[src/rtl/pmod_7seg_pkg.sv]
// Shared segment patterns (bit 6..0 = A..G, 1 = lit) and capture FSM states
// for the PMOD 7-segment display path.
package pmod_7seg_pkg;

  localparam logic [6:0] SEG_HEX_0 = 7'b1111110;
  localparam logic [6:0] SEG_HEX_1 = 7'b0110000;
  localparam logic [6:0] SEG_HEX_2 = 7'b1101101;
  localparam logic [6:0] SEG_HEX_3 = 7'b1111001;
  localparam logic [6:0] SEG_HEX_4 = 7'b0110011;
  localparam logic [6:0] SEG_HEX_5 = 7'b1011011;
  localparam logic [6:0] SEG_HEX_6 = 7'b1011111;
  localparam logic [6:0] SEG_HEX_7 = 7'b1110000;
  localparam logic [6:0] SEG_HEX_8 = 7'b1111111;
  localparam logic [6:0] SEG_HEX_9 = 7'b1110011;
  localparam logic [6:0] SEG_HEX_A = 7'b1110111;
  localparam logic [6:0] SEG_HEX_B = 7'b0011111;
  localparam logic [6:0] SEG_HEX_C = 7'b1001110;
  localparam logic [6:0] SEG_HEX_D = 7'b0111101;
  localparam logic [6:0] SEG_HEX_E = 7'b1001111;
  localparam logic [6:0] SEG_HEX_F = 7'b1000111;

  typedef enum logic [1:0] {
    S_WAIT,
    S_SETTLE,
    S_SAMPLE
  } cap_state_e;

endpackage

[src/rtl/seg7_pattern_decode.sv]
// Inverse of the hex segment table; any pattern outside the 16 glyphs is
// flagged illegal.
module seg7_pattern_decode
  import pmod_7seg_pkg::*;
(
  input  logic [6:0] seg,
  output logic [3:0] digit,
  output logic       legal
);

  always_comb begin
    digit = 4'h0;
    legal = 1'b1;
    case (seg)
      SEG_HEX_0: digit = 4'h0;
      SEG_HEX_1: digit = 4'h1;
      SEG_HEX_2: digit = 4'h2;
      SEG_HEX_3: digit = 4'h3;
      SEG_HEX_4: digit = 4'h4;
      SEG_HEX_5: digit = 4'h5;
      SEG_HEX_6: digit = 4'h6;
      SEG_HEX_7: digit = 4'h7;
      SEG_HEX_8: digit = 4'h8;
      SEG_HEX_9: digit = 4'h9;
      SEG_HEX_A: digit = 4'hA;
      SEG_HEX_B: digit = 4'hB;
      SEG_HEX_C: digit = 4'hC;
      SEG_HEX_D: digit = 4'hD;
      SEG_HEX_E: digit = 4'hE;
      SEG_HEX_F: digit = 4'hF;
      default:   legal = 1'b0;
    endcase
  end

endmodule

[src/rtl/pmod_7seg_capture.sv]
// Recovers the two hex digits shown on a time-multiplexed PMOD 7-segment bus,
// with per-digit valid, illegal-pattern pulse and select-activity timeout.
module pmod_7seg_capture
  import pmod_7seg_pkg::*;
#(
  parameter int SETTLE_CYCLES  = 4,
  parameter int TIMEOUT_CYCLES = 10000,
  parameter int CNT_W          = 16
) (
  input  logic       clk,
  input  logic       rst,
  input  logic [6:0] seg,
  input  logic       select,
  output logic [3:0] numa,
  output logic [3:0] numb,
  output logic       valid_a,
  output logic       valid_b,
  output logic       update,
  output logic       err,
  output logic       stale
);

  localparam logic [7:0]       SETTLE_LAST = 8'(SETTLE_CYCLES - 1);
  localparam logic [CNT_W-1:0] TO_MAX      = CNT_W'(TIMEOUT_CYCLES);
  localparam logic [CNT_W-1:0] TO_LAST     = CNT_W'(TIMEOUT_CYCLES - 1);

  cap_state_e       state, state_nxt;
  logic [6:0]       seg_r;
  logic             sel_r, sel_prev, sel_edge;
  logic             phase;
  logic [7:0]       settle_cnt;
  logic [CNT_W-1:0] to_cnt;
  logic             to_hit;
  logic             sample_en;
  logic [3:0]       dec_digit;
  logic             dec_legal;

  seg7_pattern_decode u_dec (
    .seg   (seg_r),
    .digit (dec_digit),
    .legal (dec_legal)
  );

  assign sel_edge = sel_r ^ sel_prev;
  assign to_hit   = !sel_edge && (to_cnt == TO_LAST);

  always_ff @(posedge clk) begin
    if (rst) state <= S_WAIT;
    else     state <= state_nxt;
  end

  // A select edge always restarts settling, even from S_SAMPLE.
  always_comb begin
    state_nxt = state;
    case (state)
      S_WAIT:   if (sel_edge) state_nxt = S_SETTLE;
      S_SETTLE: if (!sel_edge && settle_cnt == SETTLE_LAST) state_nxt = S_SAMPLE;
      S_SAMPLE: state_nxt = sel_edge ? S_SETTLE : S_WAIT;
      default:  state_nxt = S_WAIT;
    endcase
  end

  always_comb begin
    sample_en = (state == S_SAMPLE);
  end

  always_ff @(posedge clk) begin
    if (rst) begin
      seg_r      <= '0;
      sel_r      <= 1'b0;
      sel_prev   <= 1'b0;
      phase      <= 1'b0;
      settle_cnt <= '0;
      to_cnt     <= '0;
    end else begin
      seg_r    <= seg;
      sel_r    <= select;
      sel_prev <= sel_r;
      if (sel_edge) begin
        phase      <= sel_r;
        settle_cnt <= '0;
      end else if (state == S_SETTLE) begin
        settle_cnt <= settle_cnt + 8'd1;
      end
      if (sel_edge)              to_cnt <= '0;
      else if (to_cnt != TO_MAX) to_cnt <= to_cnt + CNT_W'(1);
    end
  end

  // Sample write is last so it overrides a coincident timeout for its slot.
  always_ff @(posedge clk) begin
    if (rst) begin
      numa    <= 4'h0;
      numb    <= 4'h0;
      valid_a <= 1'b0;
      valid_b <= 1'b0;
      update  <= 1'b0;
      err     <= 1'b0;
      stale   <= 1'b0;
    end else begin
      update <= 1'b0;
      err    <= 1'b0;
      if (sel_edge) begin
        stale <= 1'b0;
      end else if (to_hit) begin
        stale   <= 1'b1;
        valid_a <= 1'b0;
        valid_b <= 1'b0;
      end
      if (sample_en) begin
        if (dec_legal) begin
          update <= 1'b1;
          if (phase) begin
            numb    <= dec_digit;
            valid_b <= 1'b1;
          end else begin
            numa    <= dec_digit;
            valid_a <= 1'b1;
          end
        end else begin
          err <= 1'b1;
          if (phase) valid_b <= 1'b0;
          else       valid_a <= 1'b0;
        end
      end
    end
  end

endmodule
[config.mk]
export PLATFORM = sky130hd
export DESIGN_NAME = pmod_7seg_capture
export DESIGN_NICKNAME = d
export VERILOG_FILES = /design/src/rtl/pmod_7seg_pkg.sv /design/src/rtl/seg7_pattern_decode.sv /design/src/rtl/pmod_7seg_capture.sv
export SDC_FILE = /design/constraint.sdc
export NUM_CORES = 1
export LEC_CHECK = 0
export CAP_MARGIN = 20
export CORE_UTILIZATION = 55
export DETAILED_ROUTE_END_ITERATION = 7
export HOLD_SLACK_MARGIN = 0.02
export PLACE_DENSITY_LB_ADDON = 0.25
export SLEW_MARGIN = 0
export SYNTH_ARGS = -nofsm -noshare
export SYNTH_HDL_FRONTEND = slang
export SYNTH_SLANG_ARGS = --single-unit
[constraint.sdc]
create_clock -name clk -period 4.2 [get_ports clk]
set_input_delay 0.84 -clock clk [delete_from_list [all_inputs] [get_ports clk]]
set_output_delay 0.84 -clock clk [all_outputs]
set_load 0.01 [all_outputs]
### Nets reached from selected ports, run 1

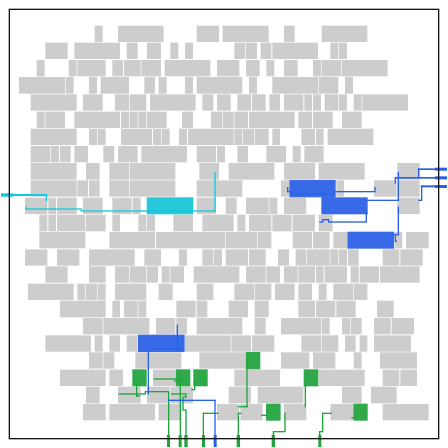
[cyan] valid_a | direction: output | edge: left | end cells: 1 | wire: 42.8 microns
[green] seg | direction: input | edge: bottom | end cells: 7 | wire: 79.1 microns
[blue] numb | direction: output | edge: 3 right, 1 bottom | end cells: 4 | wire: 86.8 microns

### Clock distribution, run 1

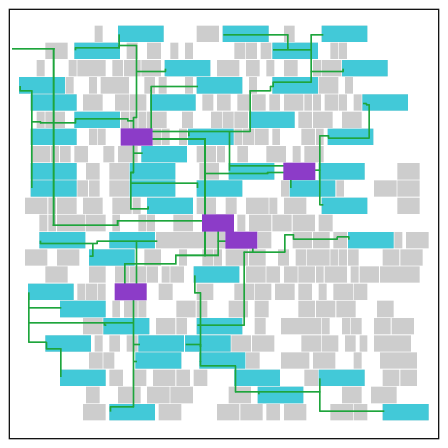
[cyan] flip-flops | count: 49
[green] clock wires | length: 555 microns
[purple] clock-net drivers | count: 5
routed clock nets: 6
flops lie: all over the die

==> impl_metrics.py, run 1 <==
# Auto-generated metrics
metrics = {
    "logic_synthesis": {
        "yosys_area_sq_um": 2370,
        "topCellsByArea": "dfxtp_1 (41%), nor2_1 (5.4%), xor2_1 (4.4%)",
        "ys.warnings.count": 0,
        "yosysTopAreaCellShare": 0.414,
    },
    "hold_path": {
        "hp-start": "numb[3]",
        "min_to": "numb[3]",
    },
    "sta": {
        "max_freq_mhz": 425,
        "hold_viol_final": 0,
        "max-slew-margin-rel": 0.454,
        "clock_skew_ns": 0.00988,
        "tightest_slew_ns": 0.816,
        "fin_hold_ws_ns": 0.475,
    },
    "die": {
        "die_h_microns": 67.7,
        "pin_count": 23,
    },
    "drt": {
        "wl_met1_microns": 2370,
        "drc_errors": 0,
        "finalWirelength_microns": 4570,
    },
    "critical_path": {
        "cp-endpoint": "to_cnt[11]",
        "critical_path.max_fanout": 25,
    },
    "place": {
        "dp_hpwl_microns": 3090,
    },
    "global_routing": {
        "use_met2": 0.317,
        "grt_antenna_before_repair": 0,
    },
    "finish": {
        "regMostFlops": "to_cnt",
    },
    "status": {
        "status": "finished clean",
    },
}
### I/O pins on the die edge, run 1

Pins as bars across the die edge, other pins in gray.
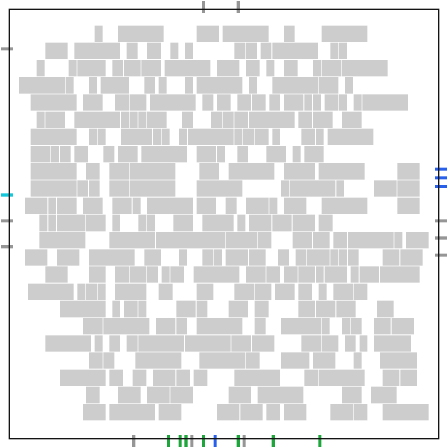
[green] seg | pins: 7 | direction: input | edge: bottom
[blue] numb | pins: 4 | direction: output | edge: 3 right, 1 bottom
[cyan] valid_a | pins: 1 | direction: output | edge: left

[run 1: critical path: stages]
cell and delay [ns]:
clkdlybuf4s50_1 0.46, buf_4 0.26, inv_1 0.19, nand2_1 0.64, nor2_1 0.12
[run 1: logic make-up (layout without fill, tap and decap cells)]
kind of cell               after synthesis  after routing  share of synthesized area
AOI/OAI and AO/OA                       40             40                      0.121
xor gates and xnor gates                20             20                     0.0738
adders and majority gates                3              3                     0.0158
buffers and inverters                   21             39                     0.0406
DFF                                     49             49                      0.414
muxes                                    4              4                     0.0169
and+or+nand+nor                        131            131                      0.319
[run 1: cell type report]
cell class	count	area (sq um)
clock buffer	6	72.6
clock inverter	2	38.8
fill	360	1350
inverter	8	30.0
multi-input combinational	198	1290
sequential	49	981
tap	50	62.6
timing repair buffer	23	228
### Routed metal, one color a layer, run 1

Scale bar: 20 microns.
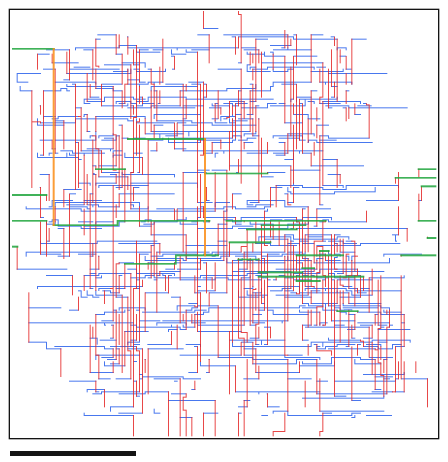

==> inputs of run 2 (changes only) <==
==> constraint.sdc (replaced) <==
create_clock -name clk -period 2.3 [get_ports clk]
set_input_delay 0.46 -clock clk [delete_from_list [all_inputs] [get_ports clk]]
set_output_delay 0.46 -clock clk [all_outputs]
set_load 0.01 [all_outputs]
### Routed metal, one color a layer, run 2

Scale bar: 20 microns.
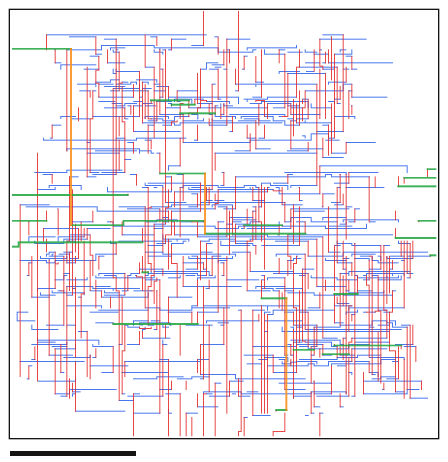
[red] M2 | wire length: 2000 microns
[orange] M4 | wire length: 55.1 microns
[green] M3 | wire length: 183 microns
[blue] M1 | wire length: 2210 microns

### Nets reached from selected ports, run 2

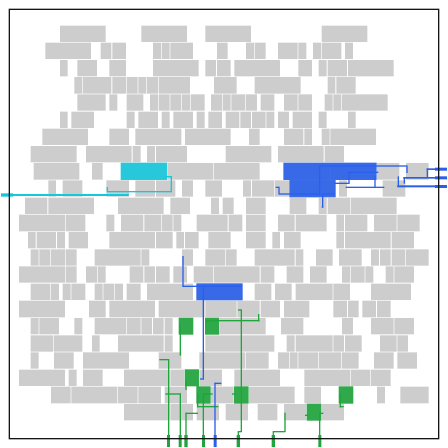
IO Pins: 23
IO buf count: 22

==> run 2 against run 1 <==
  * Synthesized cell count stayed put
  * Worst setup slack got worse by 1.5 ns
  * Total power increased by 84%
  * Cell area up 1.5%
  * Worst hold slack got worse by 0.014 ns
  * Utilization grew 0.99 points
  * Final cell count up 0.89%
  * Global-route usage hardly changed
  * Combinational power is 98% higher
  * Routed wire length fell by 2.5%
  * Critical endpoint is now valid_a
  * Highest routed layer unchanged
==> impl_metrics.py, run 2 <==
# Auto-generated metrics
metrics = {
    "place": {
        "dp_hpwl_microns": 3150,
    },
    "finish": {
        "largest_class": "combinational gates",
        "logic_gates": 198,
        "lay_top_count": "dfxtp_1",
        "clock_buffer_count": 7,
        "ff_latch_area_sq_um": 981,
        "layout_top_cells": "dfxtp_1 (49), nor2_1 (34), clkdlybuf4s50_1 (22), nand2_1 (20), a21oi_1 (13)",
        "regMostFlops": "to_cnt",
        "seq_share": 0.357,
        "comb-cell-share": 0.471,
        "bufAreaShareNonClock": 0.0956,
        "largestRegisters": "to_cnt x16, settle_cnt x8, seg_r x7",
        "inv_count": 8,
    },
    "logic_synthesis": {
        "yosysTopAreaCellShare": 0.414,
        "yosys_register_bits": 49,
        "ys_top_logic_family": "simple AND/OR/NAND/NOR gates",
        "ys.warnings.count": 0,
        "synth_xor_xnor_area_share": 0.0738,
        "ys_sh_simple": 0.319,
        "ys_sh_adder": 0.0158,
        "ys_sh_aoi": 0.121,
    },
    "status": {
        "status": "finished clean",
    },
    "drt": {
        "wl_met1_microns": 2210,
        "drc_errors": 0,
        "finalWirelength_microns": 4450,
    },
    "die": {
        "die_h_microns": 67.7,
    },
    "sta": {
        "tightest_slew_ns": 0.476,
        "max-slew-margin-rel": 0.682,
        "clock_skew_ns": 0.00333,
        "max_freq_mhz": 511,
        "hold_viol_final": 0,
        "fin_hold_ws_ns": 0.461,
    },
    "global_routing": {
        "met3_usage": 0.0608,
        "use_met2": 0.340,
        "grt_antenna_before_repair": 0,
    },
    "power_and_ir_drop": {
        "p_seq_w": 0.000897,
    },
    "critical_path": {
        "startpoint_type": "flip-flop",
        "critical_path.max_fanout": 14,
    },
}
### Cell placement, run 2

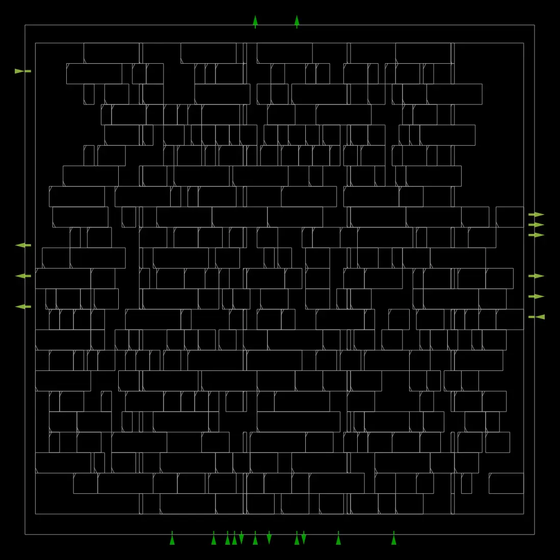
registers: 49
Taps Inserted: 50
# fillers: 336

[run 2: path summary, 6_finish.rpt]
check,end,depth (start not counted),start
min reg2reg,numa[3],2,numa[3]
max,valid_a,5,seg_r[5]
max reg2reg,valid_a,5,seg_r[5]
min,numa[3],2,numa[3]
[run 2: worst max-delay path, cell delays in order, from the launching register on]
cell     delay (ns)
dfxtp_1        0.62
and4b_2        0.29
a32oi_2        0.25
o211a_4        0.24
nand3_2        0.15
a31o_2         0.30
[run 2: stage by stage]
| stage | total power [W] | cell area (sq um) |
|---|---|---|
| final | 0.00163 | 2750 |
| after global routing | 0.00169 | 2750 |
| after CTS | 0.00164 | 2750 |
| after detailed placement | 0.00102 | 2630 |
| after global placement | 0.00102 | 2630 |
| after floorplan | 0.000984 | 2370 |
Power and IR drop assume default switching activity.
